$ cat src/rtl/regfile_pkg.sv
// regfile_pkg: shared definitions for the register file slice.
//   - default datapath width / register count (shared with ALU and data memory)
//   - dump FSM state encoding
//   - packed-port slicing helper (LSB offset of port k in a packed bus)
package regfile_pkg;

  localparam int unsigned RF_DATA_W   = 16;
  localparam int unsigned RF_NUM_REGS = 16;

  typedef enum logic [1:0] {
    ST_RUN  = 2'd0,
    ST_DUMP = 2'd1,
    ST_DONE = 2'd2
  } rf_state_e;

  // LSB of port k in a bus of ports that are w bits wide each.
  function automatic int unsigned port_lsb(input int unsigned k, input int unsigned w);
    return k * w;
  endfunction

endpackage

$ cat src/rtl/rf_dump_ctrl.sv
// rf_dump_ctrl: halt-triggered dump sequencer for regfile_mp.
//   clk, rst_n      clock, async active-low reset
//   hlt_i           halt request (level, sampled on clk)
//   dump_ready_i    consumer accepts current dump word
//   state_o         FSM state (RUN / DUMP / DONE)
//   idx_o           register index currently presented
//   load_o          storage must load dump data register this edge
//   load_addr_o     register index to load into the dump data register
//   dump_valid_o    dump word valid
//   dump_done_o     dump finished (sticky until reset)
//   busy_o          pipeline stall while dumping or done
module rf_dump_ctrl
  import regfile_pkg::*;
#(
  parameter int unsigned NUM_REGS = RF_NUM_REGS,
  parameter int unsigned ADDR_W   = 4,
  parameter int unsigned ZERO_REG = 1
) (
  input  logic              clk,
  input  logic              rst_n,
  input  logic              hlt_i,
  input  logic              dump_ready_i,
  output rf_state_e         state_o,
  output logic [ADDR_W-1:0] idx_o,
  output logic              load_o,
  output logic [ADDR_W-1:0] load_addr_o,
  output logic              dump_valid_o,
  output logic              dump_done_o,
  output logic              busy_o
);

  // The hardwired zero register carries no state, so it is skipped.
  localparam logic [ADDR_W-1:0] FIRST = (ZERO_REG != 0) ? ADDR_W'(1) : '0;
  localparam logic [ADDR_W-1:0] LAST  = ADDR_W'(NUM_REGS - 1);

  rf_state_e         state_q, state_d;
  logic [ADDR_W-1:0] idx_q, idx_d;

  always_ff @(posedge clk or negedge rst_n) begin
    if (!rst_n) begin
      state_q <= ST_RUN;
      idx_q   <= '0;
    end else begin
      state_q <= state_d;
      idx_q   <= idx_d;
    end
  end

  // load_o fetches the word that becomes visible after this edge, so the
  // dump data is a registered copy that stays put through a stall.
  always_comb begin
    state_d     = state_q;
    idx_d       = idx_q;
    load_o      = 1'b0;
    load_addr_o = idx_q;
    case (state_q)
      ST_RUN: begin
        if (hlt_i) begin
          state_d     = ST_DUMP;
          idx_d       = FIRST;
          load_o      = 1'b1;
          load_addr_o = FIRST;
        end
      end
      ST_DUMP: begin
        if (dump_ready_i) begin
          if (idx_q == LAST) begin
            state_d = ST_DONE;
          end else begin
            idx_d       = idx_q + ADDR_W'(1);
            load_o      = 1'b1;
            load_addr_o = idx_q + ADDR_W'(1);
          end
        end
      end
      default: ;  // DONE is terminal until reset
    endcase
  end

  assign state_o      = state_q;
  assign idx_o        = idx_q;
  assign dump_valid_o = (state_q == ST_DUMP);
  assign dump_done_o  = (state_q == ST_DONE);
  assign busy_o       = (state_q != ST_RUN);

endmodule

$ cat src/rtl/regfile_mp.sv
// regfile_mp: parametrised multi-read-port register file (ID stage) with
// registered reads, write-to-read bypass, optional hardwired zero register
// and a halt-triggered dump engine.
//   clk, rst_n           clock, async active-low reset
//   rd_addr, re          packed read addresses / per-port read enables
//   rd_data              packed registered read data (1-cycle latency)
//   we, wr_addr, wr_data write port (from WB)
//   hlt                  halt request, starts the dump
//   dump_valid/ready     dump handshake; dump_addr/dump_data the word
//   dump_done            dump complete (sticky); busy = stall pipeline
module regfile_mp
  import regfile_pkg::*;
#(
  parameter int unsigned DATA_W   = RF_DATA_W,
  parameter int unsigned NUM_REGS = RF_NUM_REGS,
  parameter int unsigned ADDR_W   = 4,
  parameter int unsigned NUM_RD   = 2,
  parameter int unsigned ZERO_REG = 1
) (
  input  logic                     clk,
  input  logic                     rst_n,
  input  logic [NUM_RD*ADDR_W-1:0] rd_addr,
  input  logic [NUM_RD-1:0]        re,
  output logic [NUM_RD*DATA_W-1:0] rd_data,
  input  logic                     we,
  input  logic [ADDR_W-1:0]        wr_addr,
  input  logic [DATA_W-1:0]        wr_data,
  input  logic                     hlt,
  output logic                     dump_valid,
  input  logic                     dump_ready,
  output logic [ADDR_W-1:0]        dump_addr,
  output logic [DATA_W-1:0]        dump_data,
  output logic                     dump_done,
  output logic                     busy
);

  logic [NUM_REGS-1:0][DATA_W-1:0] regs_q;
  logic [DATA_W-1:0]               dump_data_q;
  rf_state_e                       state;
  logic                            load;
  logic [ADDR_W-1:0]               load_addr;
  logic                            we_eff;

  rf_dump_ctrl #(
    .NUM_REGS (NUM_REGS),
    .ADDR_W   (ADDR_W),
    .ZERO_REG (ZERO_REG)
  ) u_dump_ctrl (
    .clk          (clk),
    .rst_n        (rst_n),
    .hlt_i        (hlt),
    .dump_ready_i (dump_ready),
    .state_o      (state),
    .idx_o        (dump_addr),
    .load_o       (load),
    .load_addr_o  (load_addr),
    .dump_valid_o (dump_valid),
    .dump_done_o  (dump_done),
    .busy_o       (busy)
  );

  // Writes only land in RUN (the halt cycle itself still commits) and never
  // touch the zero register.
  assign we_eff = we && (state == ST_RUN) && !((ZERO_REG != 0) && (wr_addr == '0));

  always_ff @(posedge clk or negedge rst_n) begin
    if (!rst_n)      regs_q          <= '0;
    else if (we_eff) regs_q[wr_addr] <= wr_data;
  end

  // The first dump word is fetched on the halt edge, so a write in that same
  // cycle has to be forwarded.
  always_ff @(posedge clk or negedge rst_n) begin
    if (!rst_n) begin
      dump_data_q <= '0;
    end else if (load) begin
      dump_data_q <= (we_eff && (wr_addr == load_addr)) ? wr_data : regs_q[load_addr];
    end
  end

  assign dump_data = dump_data_q;

  for (genvar k = 0; k < NUM_RD; k++) begin : g_rd
    logic [ADDR_W-1:0] ra;
    logic [DATA_W-1:0] rdat_d, rdat_q;

    assign ra = rd_addr[port_lsb(k, ADDR_W) +: ADDR_W];

    always_comb begin
      rdat_d = regs_q[ra];
      if (we_eff && (wr_addr == ra)) rdat_d = wr_data;
      if ((ZERO_REG != 0) && (ra == '0)) rdat_d = '0;
    end

    // Ports freeze while the dump engine owns the file.
    always_ff @(posedge clk or negedge rst_n) begin
      if (!rst_n)                             rdat_q <= '0;
      else if (re[k] && (state == ST_RUN))    rdat_q <= rdat_d;
    end

    assign rd_data[port_lsb(k, DATA_W) +: DATA_W] = rdat_q;
  end

endmodule
$ cat config.mk
export PLATFORM = sky130hd
export DESIGN_NAME = regfile_mp
export DESIGN_NICKNAME = d
export VERILOG_FILES = /design/src/rtl/regfile_pkg.sv /design/src/rtl/rf_dump_ctrl.sv /design/src/rtl/regfile_mp.sv
export SDC_FILE = /design/constraint.sdc
export NUM_CORES = 1
export LEC_CHECK = 0
export ABC_CLOCK_PERIOD_IN_PS = 5300
export CELL_PAD_IN_SITES_DETAIL_PLACEMENT = 1
export CELL_PAD_IN_SITES_GLOBAL_PLACEMENT = 1
export CORE_ASPECT_RATIO = 2
export CORE_MARGIN = 10
export CORE_UTILIZATION = 48
export CTS_CLUSTER_SIZE = 30
export DETAILED_ROUTE_END_ITERATION = 10
export PLACE_DENSITY = 0.81
export SLEW_MARGIN = 10
export SYNTH_ARGS = -nofsm -noshare
export SYNTH_HDL_FRONTEND = slang
export SYNTH_SLANG_ARGS = --single-unit
$ cat constraint.sdc
create_clock -name clk -period 5.3 [get_ports clk]
set_clock_uncertainty 0.1 [all_clocks]
set_input_delay 0.53 -clock clk [delete_from_list [all_inputs] [get_ports clk]]
set_output_delay 0.53 -clock clk [all_outputs]
set_load 0.03 [all_outputs]
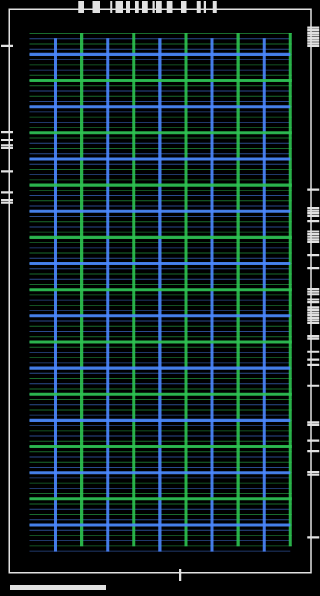
(run_1/power_grid.png)
The bar under the picture is 50 um long. Pins as bars on the die edge.
Blue shows VSS. Green shows VDD.
100 met1 rails follow the rows. 19 straps on met5. The core has 99 rows. 90 signal pins sit on the boundary.

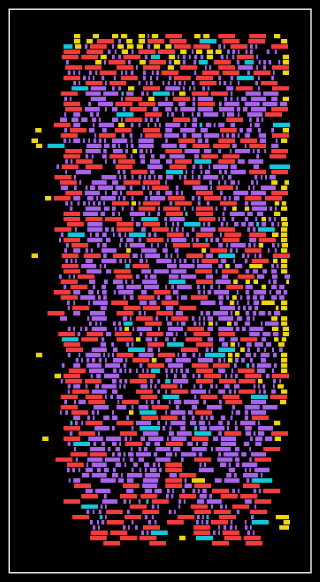
(run_1/placement_by_type.png)
Red shows sequential cells, cells 310, share of their area 40%. Purple shows combinational and other logic, cells 1146, share of their area 48%. Cyan shows clock drivers and dummy loads, cells 52, share of their area 5.1%. Yellow shows remaining buffers and delay cells, cells 126, share of their area 6.3%.

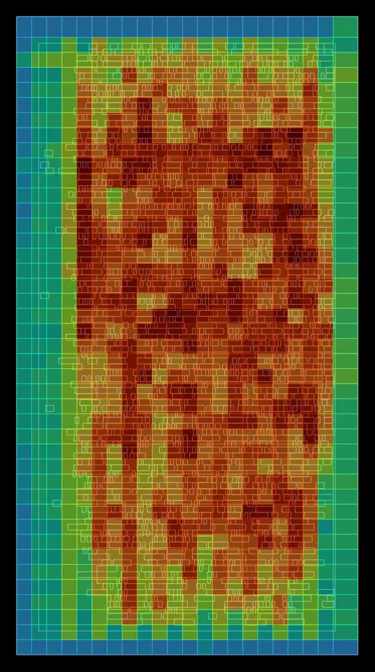
(run_1/congestion.png)
post-layout utilization of the core: 54.4%
GR Layer Usage met1: 32.1%
Tot GR Track Use: 30.1%
global routing's busiest layer: met2
routed len/inst: 33.1 um

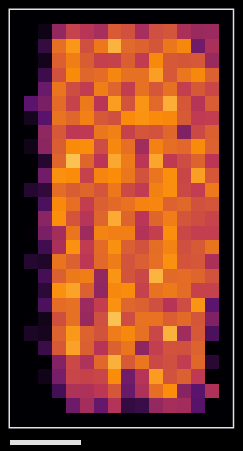
(run_1/cell_density.png)
The bar under the picture is 50 um long. 16 x 29 tiles, from black (low) to pale yellow (high), 0 to 100% covered.
25% of the tiles are nearly empty. The densest ninth of the die: center. 7.8% of the tiles are over 75% full. The emptiest ninth of the die: lower left. The mean over all tiles is 42%.

==> metrics.log, run 1 <==
[report] extracting results
[metrics] antenna violations before repair: 4
[metrics] post-layout instance count excluding filler cells: 2090
[metrics] number of optimization iterations in the first detailed-route pass: 5
[metrics] sequential-to-total area share from yosys stat: 43.6%
[metrics] final worst path period share: 68.8%
[metrics] min cycle time layout: 3.65 ns
[metrics] mean area per synthesized cell: 10.9 um^2
[metrics] Layout Area Growth over Synthesis: 11.7%
[metrics] number of nets in the final layout: 1649
[metrics] post-synth tally of flip-flops with integrated enable: 0
[metrics] area leader, netlist: sky130_fd_sc_hd__dfrtp_1
[metrics] number of maximum-capacitance constraint violations: 0
[metrics] Yosys chip area: 17800 um^2
[metrics] unique cell type count in the Yosys netlist: 51
[metrics] HPWL after detailed placement: 43200 um
[metrics] net count after synthesis: 1663
[metrics] FP Core Util: 48.7%
[metrics] Hold Crit Depth: 0
[metrics] result of the run: finished, final reports clean
[metrics] final setup TNS: 0 ns
[metrics] cell count after synthesis: 1627
[metrics] depth of the most critical reg-to-reg path: 10
==> run 1: metrics by stage <==
stage	setup slack (ns)	total power, W
2_1_floorplan	2.63	0.00663
5_1_grt	1.45	0.0113
4_1_cts	1.67	0.0107
6_report	1.65	0.0108
3_3_place_gp	1.40	0.00819
3_5_place_dp	1.37	0.00843
==> run 1: cells in the mapped netlist (all sizes together) (3+ instances only) <==
master,n
nand3,11
clkbuf,119
o21ai,210
buf,52
a221oi,48
and3,33
mux4,160
a211oi,46
nand2,307
xor2,9
a21oi,80
mux2,64
inv,22
nor4,17
a311oi,16
mux2i,32
nor3b,3
nor2,54
nor2b,5
dfrtp,310
==> run 1: cell families (layout without fill, tap and decap cells) <==
kind of cell	after synthesis	in the layout	synth area share (%)
compound gates	409	409	14.1
buf+inv	193	200	4.65
simple gates	447	447	10.9
xor+xnor	11	11	0.541
mux	256	256	26.1
fa+ha+maj	1	1	0.0703
other cells	0	2	0
flops	310	310	43.6
==> run 1: path summary, 6_finish.rpt <==
check                                          start           end  slack [ns]
worst max-delay path            u_dump_ctrl.idx_o[0]  dump_data[2]        1.65
worst min-delay path                       regs_q[3]     regs_q[3]        0.33
worst max register to register  u_dump_ctrl.idx_o[0]  dump_data[2]        1.65
worst min register to register             regs_q[3]     regs_q[3]        0.33
max in group asynchronous                      rst_n    regs_q[55]        3.60
min in group asynchronous                      rst_n    regs_q[16]        0.42
==> run 1: area by class of cell <==
cell class	instances	area, um^2
diodes	2	5.00
clock buffers	41	831
multi-input cells	1124	9280
well taps	454	568
clock inverters	11	161
fillers	3862	16600
inverters	22	83.8
flip-flops and latches	310	7760
repair buffers	126	1210
==> run 1: metal layers <==
metal	share of wire, %	GRT usage, %
met4	11	28.9
met2	49	49.0
met1	33	32.1
met3	7.4	5.45
met5	0.016	0
==> run 1: flip-flops by register name, summed over array words and instances, names as in the netlist <==
register	flops
regs_q	256
u_dump_ctrl.state_o	2
dump_data	16
u_dump_ctrl.idx_o	4
g_rd.rdat_q	32
==> run 1: timing repair <==
action	in CTS	in global routing
buffers inserted	0	0
hold buffers	1	0
hold endpoints to repair	81	0
resized	0	0
==> run 1: power groups by stage <==
stage	combinational, W	clock [W]	sequential, W
after floorplan	0.00277	0	0.00386
after global placement	0.00447	0	0.00372
after detailed placement	0.00464	0	0.00379
after CTS	0.00469	0.00227	0.00376
after global routing	0.00504	0.00237	0.00385
final	0.00474	0.00225	0.00380
==> run 1: critical path, stage by stage (launching register included) <==
cell,delay [ns]
sky130_fd_sc_hd__dfrtp_1,0.46
sky130_fd_sc_hd__ha_1,0.30
sky130_fd_sc_hd__nand3_1,0.15
sky130_fd_sc_hd__a211o_1,0.37
sky130_fd_sc_hd__nand2_4,0.32
sky130_fd_sc_hd__clkinv_2,0.37
sky130_fd_sc_hd__xnor2_1,0.27
sky130_fd_sc_hd__nand4_1,0.16
sky130_fd_sc_hd__and2_1,0.40
sky130_fd_sc_hd__buf_4,0.32
sky130_fd_sc_hd__a221oi_1,0.31
==> run_1/io_fan.png <==
The bar under the picture is 50 um long.
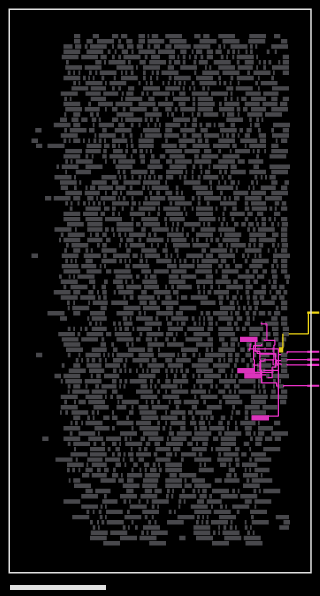

==> inputs of run 2 (changes only) <==
--- a/config.mk
+++ b/config.mk
@@ -5,7 +5,7 @@
 export SDC_FILE = /design/constraint.sdc
 export NUM_CORES = 1
 export LEC_CHECK = 0
-export ABC_CLOCK_PERIOD_IN_PS = 5300
+export ABC_CLOCK_PERIOD_IN_PS = 3600
 export CELL_PAD_IN_SITES_DETAIL_PLACEMENT = 1
 export CELL_PAD_IN_SITES_GLOBAL_PLACEMENT = 1
 export CORE_ASPECT_RATIO = 2
==> constraint.sdc (replaced) <==
create_clock -name clk -period 3.6 [get_ports clk]
set_clock_uncertainty 0.1 [all_clocks]
set_input_delay 0.36 -clock clk [delete_from_list [all_inputs] [get_ports clk]]
set_output_delay 0.36 -clock clk [all_outputs]
set_load 0.03 [all_outputs]
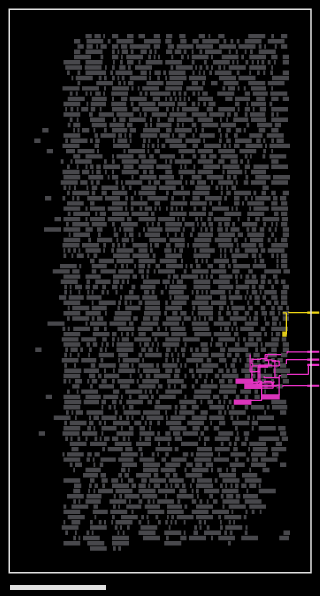
(run_2/io_fan.png)
The bar under the picture is 50 um long.
Yellow shows dump_done, bits 1, direction output, end cells 1, wire 24.0 um. Magenta shows dump_addr, bits 4, direction output, end cells 4, wire 266 um.

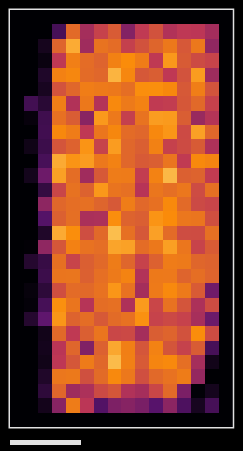
(run_2/cell_density.png)
The bar under the picture is 50 um long. 16 x 29 tiles, from black (low) to pale yellow (high), 0 to 100% covered.
7.8% of the tiles are over 75% full. The densest ninth of the die: center. The fullest tile reaches 86%. 24% of the tiles are nearly empty.

==> run 2 against run 1 <==
  * Non-clock buffer count increased by 43
  * Worst setup slack got worse by 1.4 ns
  * Sequential share of layout area is 0.97 points lower
  * Die size did not move
  * Register-to-register slack got worse by 1.4 ns
  * Largest cell class unchanged
  * Largest power group unchanged
==> metrics.log, run 2 <==
[report] extracting results
[metrics] result of the run: finished, final reports clean
[metrics] Critical Path Source: u_dump_ctrl.idx_o[0]
[metrics] RR Startpoint: u_dump_ctrl.idx_o[0]
[metrics] Floorplan Core Area: 36500 um^2
[metrics] post-synth tally of flip-flops with integrated enable: 0
[metrics] end of the worst register-to-register path: dump_data[4]
[metrics] antenna violations before repair: 2
[metrics] Layout Area Growth over Synthesis: 14.6%
[metrics] chip height: 292 um
[metrics] mean area per synthesized cell: 10.9 um^2
[metrics] CP top delay family: AND-OR/OR-AND gates
[metrics] last weighted congestion value of the routability-driven placer: 0.908
[metrics] post-layout instance count excluding filler cells: 2130
[metrics] CP max stage cell: sky130_fd_sc_hd__a221oi_1
[metrics] maximum VDD drop: 0.591 mV
[metrics] horizontal die dimension: 156 um
[metrics] number of cells in Yosys stat: 1627
[metrics] number of optimization iterations in the first detailed-route pass: 5
[metrics] Yosys chip area: 17800 um^2
[metrics] cell seen most often among critical-path stages: sky130_fd_sc_hd__a221oi_1
[metrics] number of nets in the final layout: 1692
[metrics] post-CTS sizing: 0
[metrics] post-layout utilization of the core: 55.8%
[metrics] final worst path period share: 92.3%
[metrics] register with the most flip-flops: regs_q
[metrics] HPWL after detailed placement: 44800 um
[metrics] most used standard cell by instance count after synthesis: sky130_fd_sc_hd__dfrtp_1
[metrics] number of maximum-capacitance constraint violations: 0
[metrics] sequential-to-total area share from yosys stat: 43.6%
[metrics] Final Power: 0.0163 W
[metrics] global-route wire length before repair: 105000 um
[metrics] depth of the most critical reg-to-reg path: 9
[metrics] number of buffers inserted for hold repair after clock tree synthesis: 1
[metrics] net count after synthesis: 1663
[metrics] share of the synthesized area in the top cell type: 43.6%
[metrics] Tot GR Track Use: 30.7%
[metrics] total buffers and inverters traversed by the critical path: 1
[metrics] antenna fix cells: 0
[metrics] cells along the critical path: ha_1 > nand3_1 > a211o_1 > nand2_4 > buf_12 > a21oi_1 > a221oi_1 > nor4_1 > a221oi_1
[metrics] area leader, netlist: sky130_fd_sc_hd__dfrtp_1
[metrics] number of flip-flops under the largest register name: 256
[metrics] unique cell type count in the Yosys netlist: 51
[metrics] final setup TNS: 0 ns
[metrics] routed len/inst: 33.0 um
[metrics] FP Core Util: 48.7%
[metrics] min cycle time layout: 3.32 ns
[metrics] top cells by count, synth: 310 x sky130_fd_sc_hd__dfrtp_1, 305 x sky130_fd_sc_hd__nand2_1, 209 x sky130_fd_sc_hd__o21ai_0
[metrics] delay of the slowest cell on the worst path: 0.46 ns
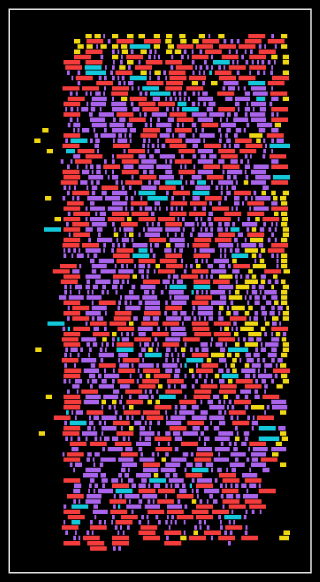
(run_2/placement_by_type.png)
Red shows sequential cells, cells 310, share of their area 39%. Yellow shows remaining buffers and delay cells, cells 169, share of their area 8.4%. Purple shows combinational and other logic, cells 1146, share of their area 47%. Cyan shows clock drivers and dummy loads, cells 51, share of their area 5.4%.

run 2: cell counts after synthesis:
Identical to the previous run, type by type.
run 2: worst register-to-register path, stage by stage, from the launching register on:
cell and delay (ns):
sky130_fd_sc_hd__dfrtp_1 0.45, sky130_fd_sc_hd__ha_1 0.31, sky130_fd_sc_hd__nand3_1 0.17, sky130_fd_sc_hd__a211o_1 0.38, sky130_fd_sc_hd__nand2_4 0.11, sky130_fd_sc_hd__buf_12 0.42, sky130_fd_sc_hd__a21oi_1 0.20, sky130_fd_sc_hd__a221oi_1 0.46
sky130_fd_sc_hd__nor4_1 0.16, sky130_fd_sc_hd__a221oi_1 0.42
run 2: logic make-up (layout without fill, tap and decap cells):
kind of cell / after synthesis / in the layout / share of synthesized area, %
simple gates: 447 / 447 / 10.9
compound gates: 409 / 409 / 14.1
mux: 256 / 256 / 26.1
xor+xnor: 11 / 11 / 0.541
buf+inv: 193 / 242 / 4.65
fa+ha+maj: 1 / 1 / 0.0703
flops: 310 / 310 / 43.6
run 2: layer usage:
metal / up-vias / part of all wire [%] / GRT usage [%] / routed length, um
li1: 6078 / - / - / -
met1: 7787 / 33 / 32.7 / 23000
met2: 886 / 50 / 51.3 / 35100
met3: 336 / 7.3 / 5.25 / 5100
met4: 2 / 10 / 26.6 / 7060
met5: - / 0.016 / 0 / 11
run 2: area by class of cell:
class | count | area [um^2]
clock buffer | 42 | 845
clock inverter | 9 | 220
fill | 3819 | 16100
inverter | 22 | 83.8
multi-input combinational | 1124 | 9260
sequential | 310 | 7760
tap | 454 | 568
timing repair buffer | 169 | 1670
run 2: how the worst max path moves through the flow:
stage	cells after the start	slack (ns)	end
after floorplan	11	0.94	dump_data[14]
after global routing	9	0.19	dump_data[4]
after detailed placement	9	0.29	dump_data[14]
after CTS	9	0.36	dump_data[4]
after global placement	7	0.34	dump_data[8]
final	9	0.28	dump_data[4]
run 2: per-stage QoR:
| stage | cell area (um^2) | setup slack [ns] | hold WS [ns] |
|---|---|---|---|
| 5_1_grt | 20400 | 0.189 | 0.229 |
| 2_1_floorplan | 17800 | 0.939 | -0.0356 |
| 3_5_place_dp | 19300 | 0.293 | 0.210 |
| 6_report | 20400 | 0.277 | 0.186 |
| 4_1_cts | 20400 | 0.363 | 0.203 |
| 3_3_place_gp | 19300 | 0.342 | 0.209 |
run 2: power breakdown:
part	total, W	switching, W	leakage [nW]	internal, W
registers	0.00558	0.00112	4.19	0.00445
logic	0.00724	0.00444	3.86	0.00280
clock network	0.00352	0.00141	0.522	0.00212
total	0.0163	0.00697	8.57	0.00937
Power is estimated from default activity; no workload was simulated.
